### config.mk
export PLATFORM = sky130hd
export DESIGN_NAME = hilo_ctrl
export DESIGN_NICKNAME = d
export VERILOG_FILES = /design/src/rtl/hilo_pkg.sv /design/src/rtl/hilo_timer.sv /design/src/rtl/hilo_ctrl.sv
export SDC_FILE = /design/constraint.sdc
export NUM_CORES = 1
export LEC_CHECK = 0
export ABC_AREA = 1
export CORE_ASPECT_RATIO = 0.9
export CORE_MARGIN = 8
export CORE_UTILIZATION = 47
export DETAILED_ROUTE_END_ITERATION = 8
export MAX_ROUTING_LAYER = met4
export PLACE_DENSITY = 0.87
export SLEW_MARGIN = 20
export SYNTH_ARGS = -nofsm -noshare
export SYNTH_HDL_FRONTEND = slang
export SYNTH_SLANG_ARGS = --single-unit
### constraint.sdc
create_clock -name clk -period 9.61 [get_ports clk]
set_input_delay 0.961 -clock clk [delete_from_list [all_inputs] [get_ports clk]]
set_output_delay 0.961 -clock clk [all_outputs]
set_load 0.1 [all_outputs]
### src/rtl/hilo_pkg.sv
// rtl/hilo_pkg.sv - shared definitions for the HI/LO divide controller
// Holds the 2-bit FSM state encoding and the default abort limit so the
// controller, its timer and any divider-side logic agree on them.
package hilo_pkg;

  // Default cycles allowed from div_start to divider completion.
  localparam int TIMEOUT_DEFAULT = 40;

  typedef enum logic [1:0] {
    ST_IDLE  = 2'd0,
    ST_ISSUE = 2'd1,
    ST_ARM   = 2'd2,
    ST_WAIT  = 2'd3
  } hilo_state_t;

  // Counter width able to hold values 0..limit.
  function automatic int timer_width(input int limit);
    return $clog2(limit + 1);
  endfunction

endpackage

### src/rtl/hilo_timer.sv
// rtl/hilo_timer.sv - divide timeout counter
// Ports:
//   clk, rst  : clock, asynchronous active-high reset
//   clear     : synchronous clear (wins over enable)
//   enable    : count this cycle
//   count     : cycles counted since the last clear (saturates at LIMIT)
//   expired   : this enabled cycle is the LIMIT-th one since clear
module hilo_timer
  import hilo_pkg::*;
#(
  parameter int LIMIT = TIMEOUT_DEFAULT,
  parameter int W     = timer_width(LIMIT)
) (
  input  logic         clk,
  input  logic         rst,
  input  logic         clear,
  input  logic         enable,
  output logic [W-1:0] count,
  output logic         expired
);

  localparam logic [W-1:0] LAST = W'(LIMIT - 1);
  localparam logic [W-1:0] TOP  = W'(LIMIT);

  always_ff @(posedge clk or posedge rst) begin
    if (rst) begin
      count <= '0;
    end else if (clear) begin
      count <= '0;
    end else if (enable && (count != TOP)) begin
      count <= count + 1'b1;
    end
  end

  // Flag the cycle whose increment brings the count to LIMIT, so the abort
  // lands exactly LIMIT cycles after the clearing cycle.
  assign expired = enable && (count == LAST);

endmodule

### src/rtl/hilo_ctrl.sv
// rtl/hilo_ctrl.sv - HI/LO register file and multi-cycle divider sequencer
// Ports:
//   clk, rst                    : clock, asynchronous active-high reset
//   div_req, op_a, op_b         : divide request with signed dividend/divisor
//   mfhi, mflo, mthi, mtlo      : HI/LO move requests; wr_data feeds mthi/mtlo
//   rd_data                     : HI on mfhi, LO on mflo, else 0
//   stall                       : pipeline must hold the current instruction
//   div_start, div_dividend,
//   div_divisor, div_rst        : drive to the external divider
//   div_end, div_hi, div_lo     : divider completion and results
//   busy, dz_exc, to_exc        : divide in flight, divide-by-zero, timeout
module hilo_ctrl
  import hilo_pkg::*;
#(
  parameter int TIMEOUT = TIMEOUT_DEFAULT
) (
  input  logic        clk,
  input  logic        rst,
  input  logic        div_req,
  input  logic [31:0] op_a,
  input  logic [31:0] op_b,
  input  logic        mfhi,
  input  logic        mflo,
  input  logic        mthi,
  input  logic        mtlo,
  input  logic [31:0] wr_data,
  output logic [31:0] rd_data,
  output logic        stall,
  output logic        div_start,
  output logic [31:0] div_dividend,
  output logic [31:0] div_divisor,
  output logic        div_rst,
  input  logic        div_end,
  input  logic [31:0] div_hi,
  input  logic [31:0] div_lo,
  output logic        busy,
  output logic        dz_exc,
  output logic        to_exc
);

  localparam int TW = timer_width(TIMEOUT);

  hilo_state_t   state, state_nx;
  logic [31:0]   hi, lo;
  logic          idle, accept, zero_div, done, abort;
  logic          tmr_clear, tmr_en, tmr_expired;
  logic [TW-1:0] tmr_count;
  logic          unused_count;

  assign idle     = (state == ST_IDLE);
  assign accept   = idle && div_req && (op_b != '0);
  assign zero_div = idle && div_req && (op_b == '0);
  assign done     = (state == ST_WAIT) && div_end;
  assign tmr_clear = (state == ST_ISSUE);
  assign tmr_en    = (state == ST_ARM) || (state == ST_WAIT);
  // A completion seen on the same cycle as expiry is still honoured.
  assign abort     = tmr_en && tmr_expired && !done;

  hilo_timer #(.LIMIT(TIMEOUT), .W(TW)) u_timer (
    .clk     (clk),
    .rst     (rst),
    .clear   (tmr_clear),
    .enable  (tmr_en),
    .count   (tmr_count),
    .expired (tmr_expired)
  );

  assign unused_count = ^tmr_count;

  always_ff @(posedge clk or posedge rst) begin
    if (rst) begin
      state <= ST_IDLE;
    end else begin
      state <= state_nx;
    end
  end

  always_comb begin
    state_nx = state;
    case (state)
      ST_IDLE:  if (accept) state_nx = ST_ISSUE;
      ST_ISSUE: state_nx = ST_ARM;
      // div_end must drop first so a stale completion from a previous
      // divide is never mistaken for this one.
      ST_ARM:   if (abort) state_nx = ST_IDLE;
                else if (!div_end) state_nx = ST_WAIT;
      ST_WAIT:  if (done || abort) state_nx = ST_IDLE;
      default:  state_nx = ST_IDLE;
    endcase
  end

  always_ff @(posedge clk or posedge rst) begin
    if (rst) begin
      div_dividend <= '0;
      div_divisor  <= '0;
      dz_exc       <= 1'b0;
    end else begin
      dz_exc <= zero_div;
      if (accept) begin
        div_dividend <= op_a;
        div_divisor  <= op_b;
      end
    end
  end

  // A divide request in IDLE (even a divide-by-zero) suppresses mthi/mtlo.
  always_ff @(posedge clk or posedge rst) begin
    if (rst) begin
      hi <= '0;
      lo <= '0;
    end else if (done) begin
      hi <= div_hi;
      lo <= div_lo;
    end else if (idle && !div_req) begin
      if (mthi) hi <= wr_data;
      if (mtlo) lo <= wr_data;
    end
  end

  assign busy      = !idle;
  assign div_start = (state == ST_ISSUE);
  assign to_exc    = abort;
  assign div_rst   = rst || abort;
  assign stall     = busy && (div_req || mfhi || mflo || mthi || mtlo);
  assign rd_data   = mfhi ? hi : (mflo ? lo : 32'd0);

endmodule

### Cell outlines without signal wires, run 1

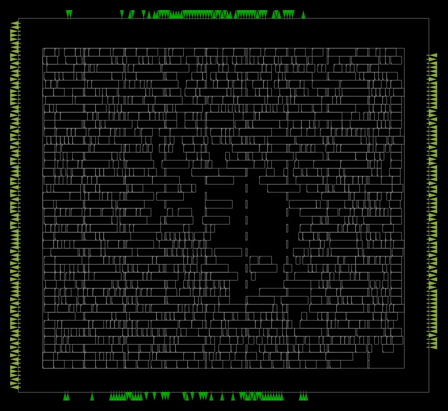
Fillers: 1011
row cnt: 40
sequential cell area share: 35.07%
fin util: 73.16%
Finished Layout Cells: 1231

### Layout detail, run 1

Region (50, 44) to (90, 84) um. Cells in gray, sequential cells in the stronger gray; small squares are vias.
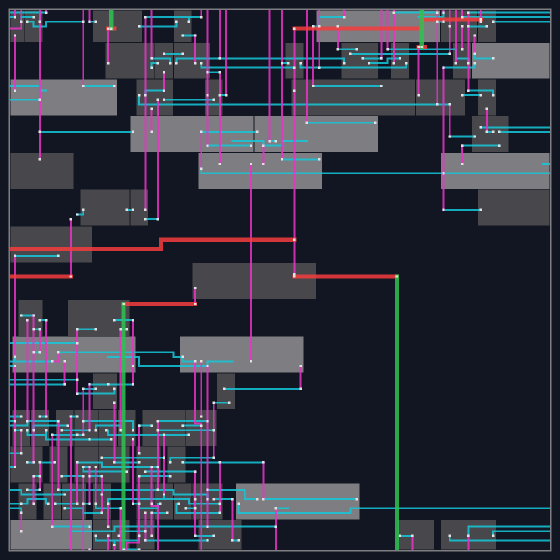
| layer | color |
|---|---|
| met3 | red |
| met1 | cyan |
| met4 | green |
| met2 | magenta |
netlist names of flops here include: u_timer.count (4), hi (3), lo (3)
sequential cells in the window: 11
most frequent: nand2_1 (18), dfrtp_1 (11), inv_1 (8)
cells with their middle in the window: 67

### M2 wires, run 1

Scale: 3 px per um.
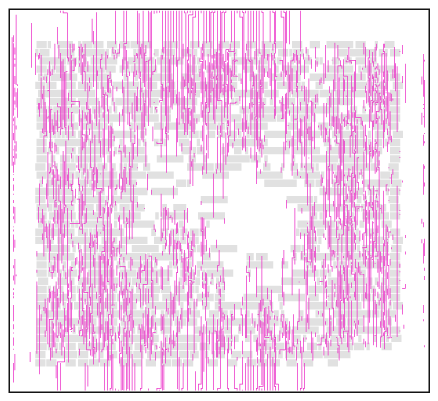
longest straight run: 50.3 um
share of all routed wire: 45%
main direction: vertical
wire length on this layer: 10100 um
final WL: 22270 um
met2 GRT Util: 38.66%
total number of vias: 6627

==> results.ini, run 1 <==
[run_status]
status=complete, no violations

[final_timing]
hold_slack_ns=0.4644
final_hold_viol_count=0
setup_tns_ns=0
period_needed_ns=4.520
setup_viol=0
max_freq_mhz=221.2
fin_crit_sh_pct=47.04
rsz0062_at_grt=no
slew_headroom_pct=28.03

[yosys]
area_leaders=dfrtp_1 (53%), nand2_1 (20%), nand3_1 (8.0%)
synth_top_cell_by_area=dfrtp_1
edf_count=0
top_cell=nand2_1
synth_cell_types=27
common_cells=nand2_1 (350), dfrtp_1 (137), nand3_1 (103)
synth_top_flop_cell=dfrtp_1
synth_area_mm2=0.006449
yosys.area.top_type_share_pct=53.16
mux_share_pct=0
yosysSeqAreaShare_pct=53.16
ys_sh_adder_pct=0.3880
synthCells=806
aoi_share_pct=9.410
ys_top_logic_family=simple AND/OR/NAND/NOR gates
synth_flops=137
synth-xor-area-share_pct=0.2716

[drt]
dr.first_iter.drc_count=499
wl_met3_um=3008
drt_pass1_iterations=8
drcViolationCount=0
wl_met2_um=10100

[finish]
inv_count=29
design.seq.count=137
largest_class=registers
clkbuf_count=23
comb_area_share_pct=27.62
buffer_area_share_pct=28.11
logic_area_mm2=0.002700
fin_nets=1220
final_cell_area_mm2=0.009776
final_common_cell=nand2_1
regArea_mm2=0.003428
area_delta_synth_final_pct=51.59

[critical_path]
reg2reg_setup_slack_ns=6.74
critical_path.max_fanout=39
reg2reg_depth=9
r2r_end=hi[5]$_DFFE_PP0P_
crit_cells=6
cp_num_buf_inv=4
path_class=in2out
required_ns=8.65
crit_chain=clkdlybuf4s50_1 > buf_4 > inv_2 > nand3_1 > o21ai_0 > clkdlybuf4s50_1
startpoint=mfhi
crit_top_cell=clkdlybuf4s50_1
critPathTopFamily=buffers and inverters
cp_slowest_cell=clkdlybuf4s50_1

[floorplanning]
io_pins=270
initial_core_util_pct=48.26
core_mm2=0.01336
die-area_mm2=0.01773

[min_path]
worstHoldPathType=reg2reg
holdPathEnd=div_divisor[22]$_DFFE_PP0P_
min_from=div_divisor[22]$_DFFE_PP0P_

[clock_network]
cts_setup_buffers=0
clk-insertion-delay-late_ns=0.41
cts_hold_buf=0
cts_inserted_buffers=17
cts_tree=done
clk_pin_slew_ns=0.05
clockBufferDepth=2
cts-root-buf=clkbuf_16
cts_resized=0

[global_routing]
grt_pass1_vias=6531
grt_max_degree=77
grt_remaining_overflow=0
grt_pass1_wl_um=35410
antenna_found_initial=1

[power_and_ir_drop]
top_power_group=combinational logic
p_seq_mw=1.01
p_seq_share_pct=24.8
pg_comb_mw=2.44
comb_power_share_pct=59.7
p_sw_mw=2.260
powerClk_mw=0.631

[run]
warning_count=27
max_cap_viol_count=0

[placement]
hpwl_um=15870
port_buffers=269
post-place-ws_ns=4.713

==> run 1 -> run 2 <==
--- a/config.mk
+++ b/config.mk
@@ -8,10 +8,10 @@
 export ABC_AREA = 1
 export CORE_ASPECT_RATIO = 0.9
 export CORE_MARGIN = 8
-export CORE_UTILIZATION = 47
+export CORE_UTILIZATION = 43
 export DETAILED_ROUTE_END_ITERATION = 8
 export MAX_ROUTING_LAYER = met4
-export PLACE_DENSITY = 0.87
+export PLACE_DENSITY = 0.81
 export SLEW_MARGIN = 20
 export SYNTH_ARGS = -nofsm -noshare
 export SYNTH_HDL_FRONTEND = slang
==> constraint.sdc (replaced) <==
create_clock -name clk -period 4.17 [get_ports clk]
set_input_delay 0.417 -clock clk [delete_from_list [all_inputs] [get_ports clk]]
set_output_delay 0.417 -clock clk [all_outputs]
set_load 0.1 [all_outputs]
### Layout detail, run 2

Region (53, 46) to (93, 86) um. Cells in gray, sequential cells in the stronger gray; small squares are vias.
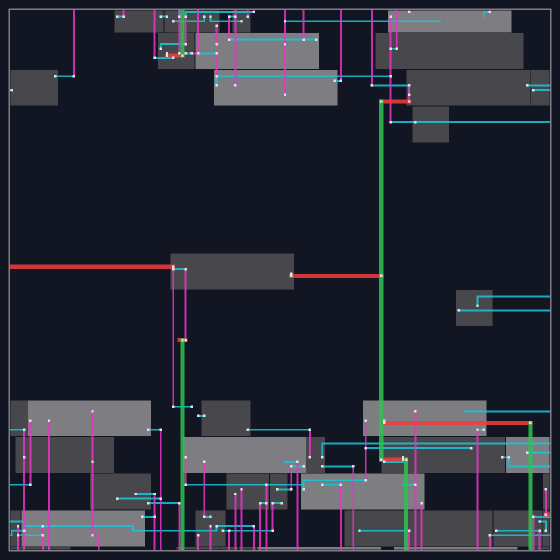
| layer | color |
|---|---|
| met1 | cyan |
| met4 | green |
| met2 | magenta |
| met3 | red |
most frequent: dfrtp_1 (8), clkdlybuf4s50_1 (4)
sequential cells in the window: 8
cells with their middle in the window: 30
netlist names of flops here include: hi (5), u_timer.count (3)

### Routed metal, one color a layer, run 2

Scale: 2 px per um. Only two layers are drawn.
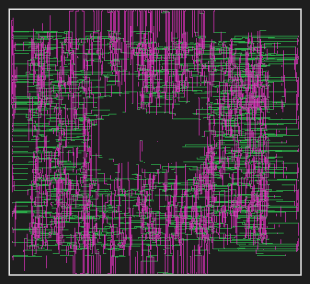
| layer | color | wire length |
|---|---|---|
| met1 | green | 9140 um |
| met2 | magenta | 10700 um |
Total GRT Usage: 24.45%
final WL: 22950 um
Routed WL per cell: 18.12 um

==> results.ini, run 2 <==
[clock_network]
cts_setup_buffers=0
cts_tree=done
clockBufferDepth=2
clk_pin_slew_ns=0.05
cts_hold_buf=0
cts_inserted_buffers=17
cts_resized=0
cts-root-buf=clkbuf_16
clk-insertion-delay-late_ns=0.41
cts_max_level=4

[power_and_ir_drop]
cellLeakagePower_nw=4.716
top_power_group=combinational logic
p_sw_mw=5.265
pg_comb_mw=5.94
vdd_drop_max_v=0.0007772
swShare_pct=54.09
powerClk_mw=1.49
comb_power_share_pct=61.0
power_density_mw_per_mm2=955.0
p_seq_share_pct=23.6
p_seq_mw=2.30

[floorplanning]
die_h_um=132.2
initial_core_util_pct=43.83
core_mm2=0.01471
die-area_mm2=0.01918
io_pins=270
rows=42

[finish]
final_common_cell=nand2_1
post-route-util_pct=69.27
seq_share_pct=33.64
buffer_area_share_pct=30.57
design.seq.count=137
area_delta_synth_final_pct=58.05
logic_area_mm2=0.002700
fin_nets=1223
antenna_cells=3
regArea_mm2=0.003428
inv_count=29
largest_class=registers
final_cells=1267
final_cell_area_mm2=0.01019
comb_area_share_pct=26.49
clkbuf_count=23
fillers=1126

[critical_path]
cp-start-kind=register
max_stage_delay_ns=1.14
startpoint=u_timer.count[1]$_DFFE_PP0P_
reg2reg_setup_slack_ns=1.86
path_class=reg2out
reg2reg_depth=8
r2r_end=hi[5]$_DFFE_PP0P_
crit_chain=ha_1 > nand2_1 > inv_1 > nand2_1 > inv_1 > nand3_1 > nor2_1 > clkdlybuf4s50_1
critical_path.max_fanout=5
cp_slowest_cell=clkdlybuf4s50_1
critPathTopFamily=buffers and inverters
crit_cells=8
cp_num_buf_inv=3
required_ns=3.75

[final_timing]
fin_ws_ns=1.105
fin_crit_sh_pct=73.49
setup_viol=0
hold_slack_ns=0.4677
period_needed_ns=3.065
skew_ns=0.006422
setup_tns_ns=0
slew_headroom_pct=27.92
maxSlewViolCount=0
max_freq_mhz=326.3
rsz0062_at_grt=no
worst_pin_slew_ns=1.078
final_hold_viol_count=0

[drt]
wl_met3_um=2743
dr.first_iter.drc_count=473
drcViolationCount=0
wl_met2_um=10670
vias=6643
drt_pass1_iterations=5
top_layer=met4

[yosys]
synth_area_mm2=0.006449
common_cells=nand2_1 (350), dfrtp_1 (137), nand3_1 (103)
synth_cell_types=27
synth_top_cell_by_area=dfrtp_1
aoi_share_pct=9.410
synth_flops=137
syn-mean-instance-area_um2=8.001
synth-xor-area-share_pct=0.2716
ys_sh_adder_pct=0.3880
synth_top_flop_cell=dfrtp_1
top_cell=nand2_1
mux_share_pct=0
yosysSeqAreaShare_pct=53.16
ys_cells=806
ys_sh_simple_pct=31.63
edf_count=0
synthArstFlopShare_pct=100.0
ys_top_logic_family=simple AND/OR/NAND/NOR gates
area_leaders=dfrtp_1 (53%), nand2_1 (20%), nand3_1 (8.0%)
synthCells=806
yosys.area.top_type_share_pct=53.16

[min_path]
worstHoldPathType=reg2reg
whs_path_depth=2
holdPathEnd=div_dividend[12]$_DFFE_PP0P_
min_from=div_dividend[12]$_DFFE_PP0P_

[placement]
placed_cell_area_mm2=0.009604
post-place-ws_ns=1.461
hpwl_um=16030
port_buffers=269

[run]
max_cap_viol_count=0
warning_count=30

[global_routing]
grt_pass1_wl_um=36450
grt_max_degree=138
antenna_found_initial=3
grt_remaining_overflow=0
grtUsageMet2_pct=37.32
grt_pass1_vias=6758

[run_status]
status=complete, no violations

==> run 2 -> run 3 <==
--- a/config.mk
+++ b/config.mk
@@ -8,10 +8,10 @@
 export ABC_AREA = 1
 export CORE_ASPECT_RATIO = 0.9
 export CORE_MARGIN = 8
-export CORE_UTILIZATION = 43
+export CORE_UTILIZATION = 39
 export DETAILED_ROUTE_END_ITERATION = 8
 export MAX_ROUTING_LAYER = met4
-export PLACE_DENSITY = 0.81
+export PLACE_DENSITY = 0.77
 export SLEW_MARGIN = 20
 export SYNTH_ARGS = -nofsm -noshare
 export SYNTH_HDL_FRONTEND = slang
==> constraint.sdc (replaced) <==
create_clock -name clk -period 2.8 [get_ports clk]
set_input_delay 0.28 -clock clk [delete_from_list [all_inputs] [get_ports clk]]
set_output_delay 0.28 -clock clk [all_outputs]
set_load 0.1 [all_outputs]
### Routed metal, one color a layer, run 3

Scale: 2 px per um. Only two layers are drawn.
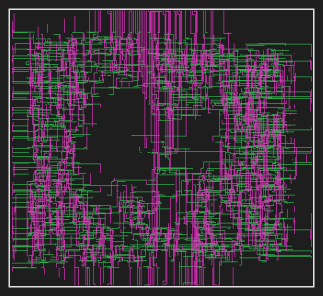
| layer | color | wire length |
|---|---|---|
| met2 | magenta | 10600 um |
| met1 | green | 8960 um |
final WL: 23020 um
total number of vias: 6579
Routed WL per cell: 18.01 um

### Layout detail, run 3

Region (56, 49) to (96, 89) um. Cells in gray, sequential cells in the stronger gray; small squares are vias.
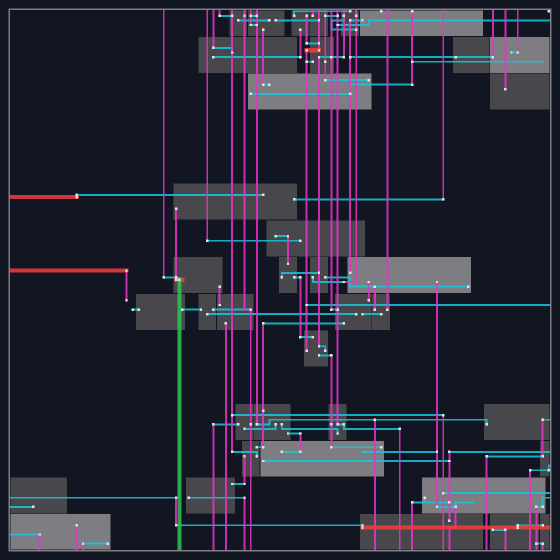

==> results.ini, run 3 <==
[clock_network]
cts_tree=done
clk_pin_slew_ns=0.06
cts_sinks=137
cts_setup_buffers=0
cts_inserted_buffers=17
cts-root-buf=clkbuf_16
cts_hold_buf=0
clk-insertion-delay-late_ns=0.41
cts_max_level=4
clockBufferDepth=2
cts_resized=0

[critical_path]
startpoint=state[1]$_DFFE_PP0P_
required_ns=2.52
cp_num_buf_inv=3
r2r_end=hi[3]$_DFFE_PP0P_
cp-endpoint=div_rst
crit_chain=inv_2 > nor3_4 > buf_4 > o21ai_0 > buf_12
critical_path.max_fanout=22
path_class=reg2out
reg2reg_depth=9
reg2reg_setup_slack_ns=0.68
crit_cells=5
max_stage_delay_ns=0.51
critPathTopFamily=buffers and inverters
cp_slowest_cell=dfrtp_1
cp-start-kind=register

[min_path]
worstHoldPathType=in2reg
holdPathEnd=div_dividend[19]$_DFFE_PP0P_
whs_path_depth=3
min_from=op_a[19]

[yosys]
yosysSeqAreaShare_pct=53.16
area_leaders=dfrtp_1 (53%), nand2_1 (20%), nand3_1 (8.0%)
yosys_area_mm2=0.006449
ys_top_logic_family=simple AND/OR/NAND/NOR gates
synth_cell_types=27
synth_area_mm2=0.006449
common_cells=nand2_1 (350), dfrtp_1 (137), nand3_1 (103)
synth_top_flop_cell=dfrtp_1
aoi_share_pct=9.410
ys_sh_simple_pct=31.63
yosysWarnings=0
edf_count=0
synth-xor-area-share_pct=0.2716
ys_sh_adder_pct=0.3880
yosys.area.top_type_share_pct=53.16
synthCells=806
syn-mean-instance-area_um2=8.001
mux_share_pct=0
synth_top_cell_by_area=dfrtp_1
synthArstFlopShare_pct=100.0
ys_cells=806
synth_flops=137
synth_nets=976
top_cell=nand2_1

[placement]
post-place-ws_ns=0.5822
placed_cell_area_mm2=0.009543
hpwl_um=16270
port_buffers=269
dp_cells=1244
gp_congestion=0.9022

[power_and_ir_drop]
power_density_mw_per_mm2=1419
pg_comb_mw=8.71
p_seq_mw=3.44
vdd_drop_max_v=0.001382
swShare_pct=54.55
powerClk_mw=2.22
p_clk_share_pct=15.5
cellLeakagePower_nw=4.845
total_power_mw=14.38
p_seq_share_pct=23.9
comb_power_share_pct=60.6
top_power_group=combinational logic
internal_power_mw=6.535
p_sw_mw=7.844

[run_status]
status=complete, no violations

[finish]
clkbuf_count=25
post-route-util_pct=62.61
final_common_cell=nand2_1
logic_gate_count=588
area_delta_synth_final_pct=57.14
regArea_mm2=0.003428
n_all_buffers=283
inv_count=29
drive_gt1_share_pct=14.87
fillers=1380
largest_class=registers
final_cells=1278
design.seq.count=137
final_cell_area_mm2=0.01013
buffer_area_share_pct=30.03
clk_share_pct=5.778
seq_share_pct=33.83
fin_nets=1226
logic_area_mm2=0.002700
comb_area_share_pct=26.65
lay_top_cells=nand2_1 (350), clkdlybuf4s50_1 (167), dfrtp_1 (137)
antenna_cells=2

[floorplanning]
die-area_mm2=0.02091
core_mm2=0.01619
rows=44
die_w_um=151.5
initial_core_util_pct=39.84
die_h_um=138.0
io_pins=270

[drt]
drcViolationCount=0
dr.first_iter.drc_count=460
wl_met2_um=10640
wl_met3_um=3123
m1WireLength_um=8960
antenna_left=0
drt-vias-per-instance=5.148
top_layer=met4
drt_pass1_iterations=5

[final_timing]
fin_crit_sh_pct=80.22
final_hold_viol_count=0
hold_slack_ns=0.4237
setup_viol=0
rsz0062_at_grt=no
skew_ns=0.008950
slew_headroom_pct=49.64
setup_tns_ns=0
max_freq_mhz=445.2
maxSlewViolCount=0
worst_pin_slew_ns=0.7554
period_needed_ns=2.246
fin_ws_ns=0.5538

[run]
max_cap_viol_count=0
warning_count=30

[global_routing]
antenna_found_initial=2
top_usage_layer=met2
grt_remaining_overflow=0
grtUsageMet2_pct=35.32
grt_max_degree=138
use_met3_pct=9.690
grt_pass1_wl_um=35510
grt_pass1_vias=6841
globalRouteMet1Util_pct=26.60
track_usage_pct=22.60


## Gallery

Pin map.
Scale: 3 px per um. Pins as bars across the die edge, other pins in gray.
picture 1
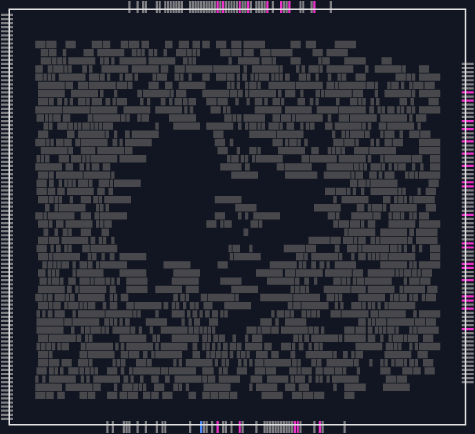
picture 2
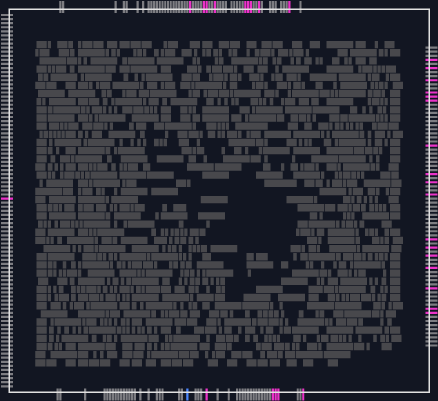
run 3 -> picture 1
run 1 -> picture 2
The one with the largest die is picture 1.

